===== config.mk =====
export PLATFORM = sky130hd
export DESIGN_NAME = control_sequencer
export DESIGN_NICKNAME = d
export VERILOG_FILES = /design/src/rtl/control_sequencer_pkg.sv /design/src/rtl/control_sequencer_ir_decode.sv /design/src/rtl/control_sequencer.sv
export SDC_FILE = /design/constraint.sdc
export NUM_CORES = 1
export LEC_CHECK = 0
export ABC_AREA = 1
export ABC_CLOCK_PERIOD_IN_PS = 4400
export CAP_MARGIN = 20
export CORE_ASPECT_RATIO = 2
export CORE_UTILIZATION = 35
export CTS_CLUSTER_SIZE = 30
export DETAILED_ROUTE_END_ITERATION = 7
export PLACE_DENSITY_LB_ADDON = 0.05
export SLEW_MARGIN = 10
export SYNTH_ARGS = -nofsm -noshare
export SYNTH_HDL_FRONTEND = slang
export SYNTH_SLANG_ARGS = --single-unit
export TNS_END_PERCENT = 20

===== constraint.sdc =====
create_clock -name clk -period 4.4 [get_ports clk]
set_input_delay 1.32 -clock clk [delete_from_list [all_inputs] [get_ports clk]]
set_output_delay 1.32 -clock clk [all_outputs]
set_load 0.1 [all_outputs]

===== src/rtl/control_sequencer_pkg.sv =====
// Shared definitions for the control sequencer: state encodings,
// opcode constants, ALU select bit positions and operation classes.
package control_sequencer_pkg;

    typedef enum logic [3:0] {
        ST_IDLE = 4'd0,
        ST_T0   = 4'd1,
        ST_T1   = 4'd2,
        ST_T2   = 4'd3,
        ST_T3   = 4'd4,
        ST_T4   = 4'd5,
        ST_T5   = 4'd6,
        ST_T6   = 4'd7,
        ST_HALT = 4'd8
    } state_t;

    localparam logic [4:0] OPC_ADD  = 5'b00011;
    localparam logic [4:0] OPC_SUB  = 5'b00100;
    localparam logic [4:0] OPC_AND  = 5'b00101;
    localparam logic [4:0] OPC_OR   = 5'b00110;
    localparam logic [4:0] OPC_SHR  = 5'b00111;
    localparam logic [4:0] OPC_SHL  = 5'b01000;
    localparam logic [4:0] OPC_ROR  = 5'b01001;
    localparam logic [4:0] OPC_ROL  = 5'b01010;
    localparam logic [4:0] OPC_MUL  = 5'b01111;
    localparam logic [4:0] OPC_DIV  = 5'b10000;
    localparam logic [4:0] OPC_NEG  = 5'b10001;
    localparam logic [4:0] OPC_NOT  = 5'b10010;
    localparam logic [4:0] OPC_NOP  = 5'b11000;
    localparam logic [4:0] OPC_HALT = 5'b11001;

    // Bit positions inside the one-hot alu_sel vector (bit 0 = ADD).
    localparam int ALU_ADD = 0;
    localparam int ALU_SUB = 1;
    localparam int ALU_MUL = 2;
    localparam int ALU_DIV = 3;
    localparam int ALU_SHR = 4;
    localparam int ALU_SHL = 5;
    localparam int ALU_ROR = 6;
    localparam int ALU_ROL = 7;
    localparam int ALU_AND = 8;
    localparam int ALU_OR  = 9;
    localparam int ALU_NEG = 10;
    localparam int ALU_NOT = 11;

    localparam int ALU_W = 12;

    // How an instruction walks through T3..T6. Undefined opcodes are
    // classed as NOP; the decoder flags them separately.
    typedef enum logic [2:0] {
        CLS_ALU3   = 3'd0,
        CLS_MULDIV = 3'd1,
        CLS_UNARY  = 3'd2,
        CLS_NOP    = 3'd3,
        CLS_HALT   = 3'd4
    } op_class_t;

endpackage


===== src/rtl/control_sequencer_ir_decode.sv =====
// Purely combinational instruction decoder: classifies the opcode, builds
// the ALU select, and turns the Ra/Rb/Rc fields into one-hot selects.
module ir_decode
    import control_sequencer_pkg::*;
(
    input  logic [31:0]      ir,
    output op_class_t        op_class,
    output logic [ALU_W-1:0] alu_sel,
    output logic [15:0]      ra_sel,
    output logic [15:0]      rb_sel,
    output logic [15:0]      rc_sel,
    output logic             illegal
);

    logic [4:0] opcode;
    logic       unused_ir_bits;

    assign opcode         = ir[31:27];
    assign unused_ir_bits = ^ir[14:0];

    assign ra_sel = 16'b1 << ir[26:23];
    assign rb_sel = 16'b1 << ir[22:19];
    assign rc_sel = 16'b1 << ir[18:15];

    // Map each opcode to its class and ALU operation; anything unlisted is illegal.
    always_comb begin
        op_class = CLS_NOP;
        alu_sel  = '0;
        illegal  = 1'b0;
        case (opcode)
            OPC_ADD:  begin op_class = CLS_ALU3;   alu_sel[ALU_ADD] = 1'b1; end
            OPC_SUB:  begin op_class = CLS_ALU3;   alu_sel[ALU_SUB] = 1'b1; end
            OPC_AND:  begin op_class = CLS_ALU3;   alu_sel[ALU_AND] = 1'b1; end
            OPC_OR:   begin op_class = CLS_ALU3;   alu_sel[ALU_OR]  = 1'b1; end
            OPC_SHR:  begin op_class = CLS_ALU3;   alu_sel[ALU_SHR] = 1'b1; end
            OPC_SHL:  begin op_class = CLS_ALU3;   alu_sel[ALU_SHL] = 1'b1; end
            OPC_ROR:  begin op_class = CLS_ALU3;   alu_sel[ALU_ROR] = 1'b1; end
            OPC_ROL:  begin op_class = CLS_ALU3;   alu_sel[ALU_ROL] = 1'b1; end
            OPC_MUL:  begin op_class = CLS_MULDIV; alu_sel[ALU_MUL] = 1'b1; end
            OPC_DIV:  begin op_class = CLS_MULDIV; alu_sel[ALU_DIV] = 1'b1; end
            OPC_NEG:  begin op_class = CLS_UNARY;  alu_sel[ALU_NEG] = 1'b1; end
            OPC_NOT:  begin op_class = CLS_UNARY;  alu_sel[ALU_NOT] = 1'b1; end
            OPC_NOP:  op_class = CLS_NOP;
            OPC_HALT: op_class = CLS_HALT;
            default:  illegal  = 1'b1;
        endcase
    end

endmodule


===== src/rtl/control_sequencer.sv =====
// Control sequencer for a simple bus-based CPU datapath. A single state
// register walks fetch (T0-T2) and execute (T3-T6); every strobe is a
// Moore function of the current state and the instruction register.
module control_sequencer
    import control_sequencer_pkg::*;
(
    input  logic             clk,
    input  logic             reset,
    input  logic [31:0]      ir,
    input  logic             mem_ready,
    input  logic             stop,
    output logic             read,
    output logic             pc_out,
    output logic             mar_in,
    output logic             inc_pc,
    output logic             z_in,
    output logic             zlow_out,
    output logic             zhigh_out,
    output logic             pc_in,
    output logic             mdr_in,
    output logic             mdr_out,
    output logic             ir_in,
    output logic             y_in,
    output logic             lo_in,
    output logic             hi_in,
    output logic [ALU_W-1:0] alu_sel,
    output logic [15:0]      reg_in,
    output logic [15:0]      reg_out,
    output logic             run,
    output logic             illegal,
    output logic [3:0]       state
);

    state_t            state_q;
    op_class_t         dec_class;
    logic [ALU_W-1:0]  dec_alu;
    logic [15:0]       dec_ra;
    logic [15:0]       dec_rb;
    logic [15:0]       dec_rc;
    logic              dec_illegal;

    ir_decode u_ir_decode (
        .ir       (ir),
        .op_class (dec_class),
        .alu_sel  (dec_alu),
        .ra_sel   (dec_ra),
        .rb_sel   (dec_rb),
        .rc_sel   (dec_rc),
        .illegal  (dec_illegal)
    );

    // State register and transitions; reset abandons any instruction in flight.
    always_ff @(posedge clk or negedge reset) begin
        if (!reset) begin
            state_q <= ST_IDLE;
        end else begin
            case (state_q)
                ST_IDLE: state_q <= stop ? ST_IDLE : ST_T0;
                ST_T0:   state_q <= ST_T1;
                ST_T1:   state_q <= mem_ready ? ST_T2 : ST_T1;
                ST_T2:   state_q <= ST_T3;
                ST_T3: begin
                    case (dec_class)
                        CLS_ALU3, CLS_MULDIV, CLS_UNARY: state_q <= ST_T4;
                        CLS_HALT:                        state_q <= ST_HALT;
                        default:                         state_q <= stop ? ST_IDLE : ST_T0;
                    endcase
                end
                ST_T4:   state_q <= ST_T5;
                ST_T5: begin
                    if (dec_class == CLS_MULDIV)
                        state_q <= ST_T6;
                    else
                        state_q <= stop ? ST_IDLE : ST_T0;
                end
                ST_T6:   state_q <= stop ? ST_IDLE : ST_T0;
                ST_HALT: state_q <= ST_HALT;
                default: state_q <= ST_IDLE;
            endcase
        end
    end

    // Strobe decode from the current state; NOP, HALT and illegal ops never reach T4.
    always_comb begin
        read      = 1'b0;
        pc_out    = 1'b0;
        mar_in    = 1'b0;
        inc_pc    = 1'b0;
        z_in      = 1'b0;
        zlow_out  = 1'b0;
        zhigh_out = 1'b0;
        pc_in     = 1'b0;
        mdr_in    = 1'b0;
        mdr_out   = 1'b0;
        ir_in     = 1'b0;
        y_in      = 1'b0;
        lo_in     = 1'b0;
        hi_in     = 1'b0;
        alu_sel   = '0;
        reg_in    = '0;
        reg_out   = '0;
        case (state_q)
            ST_T0: begin
                pc_out = 1'b1;
                mar_in = 1'b1;
                inc_pc = 1'b1;
                z_in   = 1'b1;
            end
            ST_T1: begin
                zlow_out = 1'b1;
                pc_in    = 1'b1;
                read     = 1'b1;
                mdr_in   = 1'b1;
            end
            ST_T2: begin
                mdr_out = 1'b1;
                ir_in   = 1'b1;
            end
            ST_T3: begin
                if (dec_class == CLS_ALU3 || dec_class == CLS_MULDIV) begin
                    reg_out = dec_rb;
                    y_in    = 1'b1;
                end
            end
            ST_T4: begin
                z_in    = 1'b1;
                alu_sel = dec_alu;
                reg_out = (dec_class == CLS_UNARY) ? dec_rb : dec_rc;
            end
            ST_T5: begin
                zlow_out = 1'b1;
                if (dec_class == CLS_MULDIV)
                    lo_in = 1'b1;
                else
                    reg_in = dec_ra;
            end
            ST_T6: begin
                zhigh_out = 1'b1;
                hi_in     = 1'b1;
            end
            default: ;
        endcase
    end

    assign illegal = (state_q == ST_T3) && dec_illegal;
    assign run     = (state_q != ST_HALT);
    assign state   = state_q;

endmodule


==> impl_metrics.env <==
# flow metrics
export IMPL_status="complete, no violations"
export IMPL_crit_cells=12
export IMPL_placedInstanceArea_sq_um=2870
export IMPL_ctsResizeCount=4
export IMPL_layout_cells_non_filler=405
export IMPL_clkbuf_count=3
export IMPL_fin_ws_ps=139
export IMPL_busiest_layer="met2"
export IMPL_max_freq_mhz=235
export IMPL_drt_iter0_markers=47
export IMPL_utilization=0.810
export IMPL_signal_buffers=112
export IMPL_worstSkewPairLatency_ps=210
export IMPL_fin_area_sq_um=2980
export IMPL_grt_use_met2=0.539
export IMPL_whs_ps=724
export IMPL_comb_area_share=0.371
export IMPL_ys_seq_frac=0.0730
export IMPL_synth_most_common_cell="nor2_1"
export IMPL_cts_tree="built"
export IMPL_hold_start="state[2]"
export IMPL_mux_share=0
export IMPL_p_clk_uw=73.8
export IMPL_syn_avg_cell_area_sq_um=5.34
export IMPL_slew_viol_final=0
export IMPL_htreeDepth=1
export IMPL_cts_setup_buffers=0
export IMPL_reg2reg_depth=9
export IMPL_xor_area_frac=0
export IMPL_worst_hold_path_endpoint="state[1]"
export IMPL_top_cell_area_share=0.153
export IMPL_antenna_found_initial=0
export IMPL_pg_seq_uw=78.9
export IMPL_whs_path_depth=3
export IMPL_p_seq_frac=0.076
export IMPL_seq_area_sq_um=100
export IMPL_mostFrequentLayoutCells="50 x buf_12, 43 x nor2_1, 41 x nand3_1"
export IMPL_drt_total_wl_um=5410
export IMPL_reg2reg_to="state[2]"
export IMPL_maxUsedRoutingLayer="met4"
export IMPL_finalSetupViolCount=0
export IMPL_core_sq_um=3680
export IMPL_overflow=0
export IMPL_cts_buffer_depth=2
export IMPL_grt_pass1_wl_um=8750
==> images/met1.png <==
Scale bar: 10 um. Supply wires on this layer in gray.
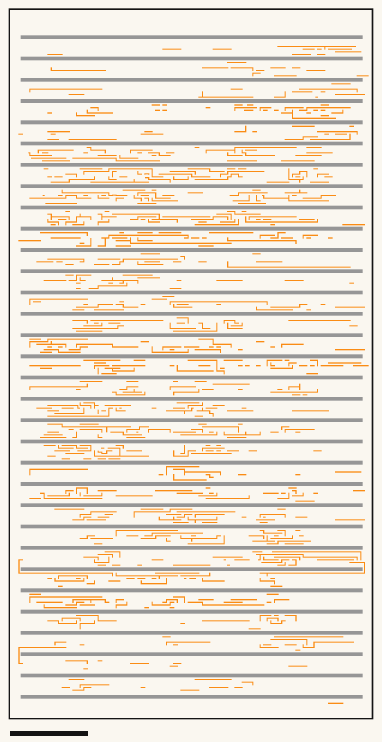
307 nets have wire on it. The wires run mostly horizontal. The longest straight run is 15.6 um.

==> images/met2.png <==
Scale bar: 10 um.
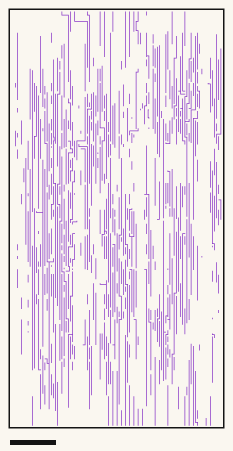
The longest straight run is 40.5 um. The wires run mostly vertical.

